wires.png
Two of the layers only.
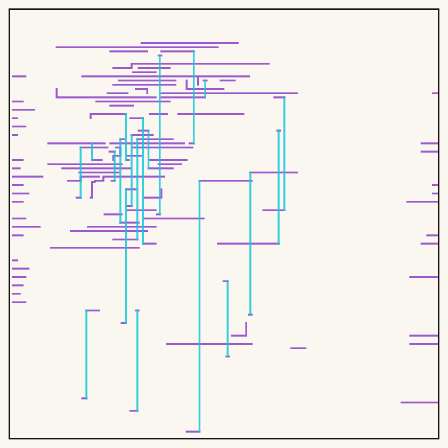
clk_routes.png
The bar under the picture is 20 µm long.
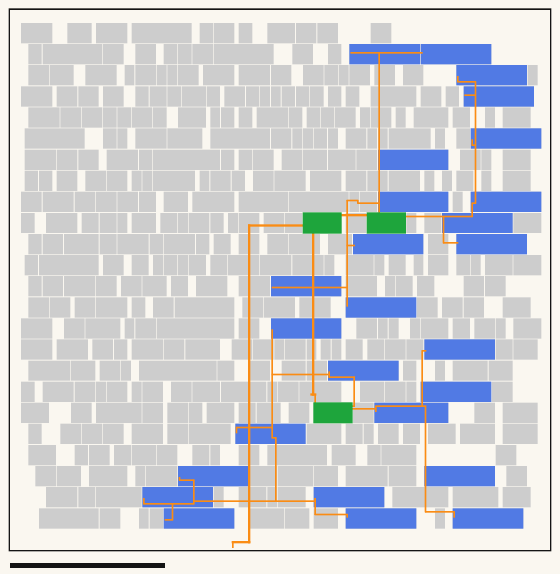
## src/rtl/onehot_encoder32to5_pkg.sv

```systemverilog
// Shared cache-side types: way count, encoded hit result and skid-buffer state.
package onehot_encoder32to5_pkg;

  localparam int N_WAYS    = 32;
  localparam int WAY_IDX_W = 5;

  typedef struct packed {
    logic [WAY_IDX_W-1:0] idx;
    logic                 hit;
    logic                 multi;
  } enc_result_t;

  typedef enum logic [1:0] {
    SKID_EMPTY = 2'd0,
    SKID_ONE   = 2'd1,
    SKID_FULL  = 2'd2
  } skid_state_t;

endpackage

```

## src/rtl/onehot_encoder32to5_lsb_priority_enc32.sv

```systemverilog
// Combinational LSB-priority encoder with zero-hot and multi-hot detection.
module lsb_priority_enc32
  import onehot_encoder32to5_pkg::*;
#(
  parameter int N_IN  = N_WAYS,
  parameter int W_IDX = WAY_IDX_W
) (
  input  logic [N_IN-1:0]  vec,
  output logic [W_IDX-1:0] idx,
  output logic             hit,
  output logic             multi
);

  always_comb begin
    idx = '0;
    // Scan from the top down so the lowest set bit is the last one written.
    for (int i = N_IN - 1; i >= 0; i--) begin
      if (vec[i]) idx = W_IDX'(i);
    end
    hit   = |vec;
    multi = |(vec & (vec - N_IN'(1)));
  end

endmodule

```

## src/rtl/onehot_encoder32to5.sv

```systemverilog
// Registered one-hot to binary encoder behind a 2-entry skid buffer, with multi-hot error accounting.
module onehot_encoder32to5
  import onehot_encoder32to5_pkg::*;
#(
  parameter int N_IN  = N_WAYS,
  parameter int W_IDX = WAY_IDX_W,
  parameter int ERR_W = 8
) (
  input  logic             clk,
  input  logic             rst_n,
  input  logic             in_valid,
  output logic             in_ready,
  input  logic [N_IN-1:0]  in_vec,
  output logic             out_valid,
  input  logic             out_ready,
  output logic [W_IDX-1:0] out_idx,
  output logic             out_hit,
  output logic             out_multi,
  output logic [ERR_W-1:0] err_cnt,
  output logic             err_sticky,
  input  logic             clr_err
);

  logic [W_IDX-1:0] enc_idx;
  logic             enc_hit;
  logic             enc_multi;
  enc_result_t      enc_res;

  lsb_priority_enc32 #(
    .N_IN  (N_IN),
    .W_IDX (W_IDX)
  ) u_enc (
    .vec   (in_vec),
    .idx   (enc_idx),
    .hit   (enc_hit),
    .multi (enc_multi)
  );

  assign enc_res = '{idx: enc_idx, hit: enc_hit, multi: enc_multi};

  skid_state_t      state_reg, state_next;
  enc_result_t      head_reg, tail_reg;
  logic             in_ready_reg;
  logic [ERR_W-1:0] err_cnt_reg;
  logic             err_sticky_reg;
  logic             accept, pop;

  assign accept    = in_valid & in_ready_reg;
  assign out_valid = (state_reg != SKID_EMPTY);
  assign pop       = out_valid & out_ready;

  always_comb begin
    state_next = state_reg;
    case (state_reg)
      SKID_EMPTY: if (accept) state_next = SKID_ONE;
      SKID_ONE: begin
        if (accept && !pop)      state_next = SKID_FULL;
        else if (pop && !accept) state_next = SKID_EMPTY;
      end
      SKID_FULL:  if (pop) state_next = SKID_ONE;
      default:    state_next = SKID_EMPTY;
    endcase
  end

  always_ff @(posedge clk or negedge rst_n) begin
    if (!rst_n) begin
      state_reg    <= SKID_EMPTY;
      head_reg     <= '0;
      tail_reg     <= '0;
      in_ready_reg <= 1'b1;
    end else begin
      state_reg    <= state_next;
      in_ready_reg <= (state_next != SKID_FULL);
      // The head slot always drives the outputs; the tail only holds the overflow entry.
      case (state_reg)
        SKID_EMPTY: if (accept) head_reg <= enc_res;
        SKID_ONE: begin
          if (accept && pop) head_reg <= enc_res;
          else if (accept)   tail_reg <= enc_res;
        end
        SKID_FULL:  if (pop) head_reg <= tail_reg;
        default: ;
      endcase
    end
  end

  // Clear takes priority over a simultaneous multi-hot accept.
  always_ff @(posedge clk or negedge rst_n) begin
    if (!rst_n) begin
      err_cnt_reg    <= '0;
      err_sticky_reg <= 1'b0;
    end else if (clr_err) begin
      err_cnt_reg    <= '0;
      err_sticky_reg <= 1'b0;
    end else if (accept && enc_multi) begin
      err_sticky_reg <= 1'b1;
      if (err_cnt_reg != '1) err_cnt_reg <= err_cnt_reg + ERR_W'(1);
    end
  end

  assign in_ready   = in_ready_reg;
  assign out_idx    = head_reg.idx;
  assign out_hit    = head_reg.hit;
  assign out_multi  = head_reg.multi;
  assign err_cnt    = err_cnt_reg;
  assign err_sticky = err_sticky_reg;

endmodule

```

## config.mk

```make
export PLATFORM = sky130hd
export DESIGN_NAME = onehot_encoder32to5
export DESIGN_NICKNAME = d
export VERILOG_FILES = /design/src/rtl/onehot_encoder32to5_pkg.sv /design/src/rtl/onehot_encoder32to5_lsb_priority_enc32.sv /design/src/rtl/onehot_encoder32to5.sv
export SDC_FILE = /design/constraint.sdc
export NUM_CORES = 1
export LEC_CHECK = 0
export CORE_UTILIZATION = 44
export DETAILED_ROUTE_END_ITERATION = 10
export PLACE_DENSITY = 0.73
export SLEW_MARGIN = 30
export SYNTH_ARGS = -nofsm -noshare
export SYNTH_HDL_FRONTEND = slang
export SYNTH_SLANG_ARGS = --single-unit
```

## constraint.sdc

```tcl
create_clock -name clk -period 1.7 [get_ports clk]
set_input_delay 0.34 -clock clk [delete_from_list [all_inputs] [get_ports clk]]
set_output_delay 0.34 -clock clk [all_outputs]
set_load 0.02 [all_outputs]
```

==> flow_summary.json <==
{
  "yosys.area_share.xor_xnor": 0.00435,
  "synth-compound-area-share": 0.242,
  "postSynthCellCount": 245,
  "buf_share": 0.352,
  "io_pins": 55,
  "postLayoutCellArea_mm2": 0.00375,
  "syn2layout_area_growth_pct": 86.6,
  "drt_iter0_markers": 285,
  "tritoncts": "built",
  "final_core_util": 0.856,
  "finalSetupViolations": 13,
  "total_cts_buffers": 3,
  "power.density_mw_per_mm2": 621,
  "clk_pin_slew_ps": 90,
  "total_switching_power_mw": 0.835,
  "fin_crit_ps": 2450,
  "core.rowCount": 24,
  "crit_path_start_kind": "input port",
  "synth.distinct_cells": 52,
  "die_y_size_um": 69.6,
  "drt-pass1-iter-count": 5,
  "layout_top_cell_excl_fill_tap": "sky130_fd_sc_hd__buf_4",
  "summed_standard_cell_area_reported_by_yosys_mm2": 0.00201,
  "timing.critical_path.depth": 11,
  "critPathMaxStageDelay_ps": 410,
  "cap_viol_max_count": 0,
  "topCombFamilyByArea": "simple AND/OR/NAND/NOR gates",
  "pre_cts_slack_ps": -1280,
  "reg2reg_from": "err_cnt[3]",
  "cts_num_sinks": 26,
  "timing.critical_path.required_ps": 1860,
  "log.warning_count": 29,
  "critical_path.max_fanout": 6,
  "final.setup.worst_slack_ps": -747,
  "synthesis.yosys.warnings": 0,
  "synth-cells-yosys": 245,
  "status": "complete, but fails checks",
  "top_power_group": "combinational logic",
  "track_usage": 0.302,
  "netlist.top_cell.by_area": "sky130_fd_sc_hd__dfrtp_1",
  "global_route_wire_length_before_repair_mm": 11.9,
  "power_frac_clock": 0.153,
  "yosysTopAreaCellShare": 0.311,
  "die-area_mm2": 0.00485,
  "wl_met2_mm": 4.03,
  "area.share.sequential": 0.174,
  "num-nonclk-buffers": 157,
  "largest_register_ff_count": 8,
  "area.sequential_um2": 652,
  "violated_checks": "setup timing",
  "final_report_max_slew_violation_count": 0,
  "vias_in_the_first_global_route": 2536
}
-- wires.png (at the start) --
Key: metal 3 = purple [wire length 564 µm]; metal 4 = cyan [wire length 300 µm]
total vias in the final route: 2711
detail-routed net length per standard cell: 17.6 µm
total routed wirelength: 8.00 mm

-- clk_routes.png (at the start) --
Key: clock wires = orange [length 308 µm]; clock drivers = green [count 3]; flip-flops = blue [count 26]
There are 4 routed clock nets.
clk_lat worst skew: 270 ps
clock skew: 2.28 ps

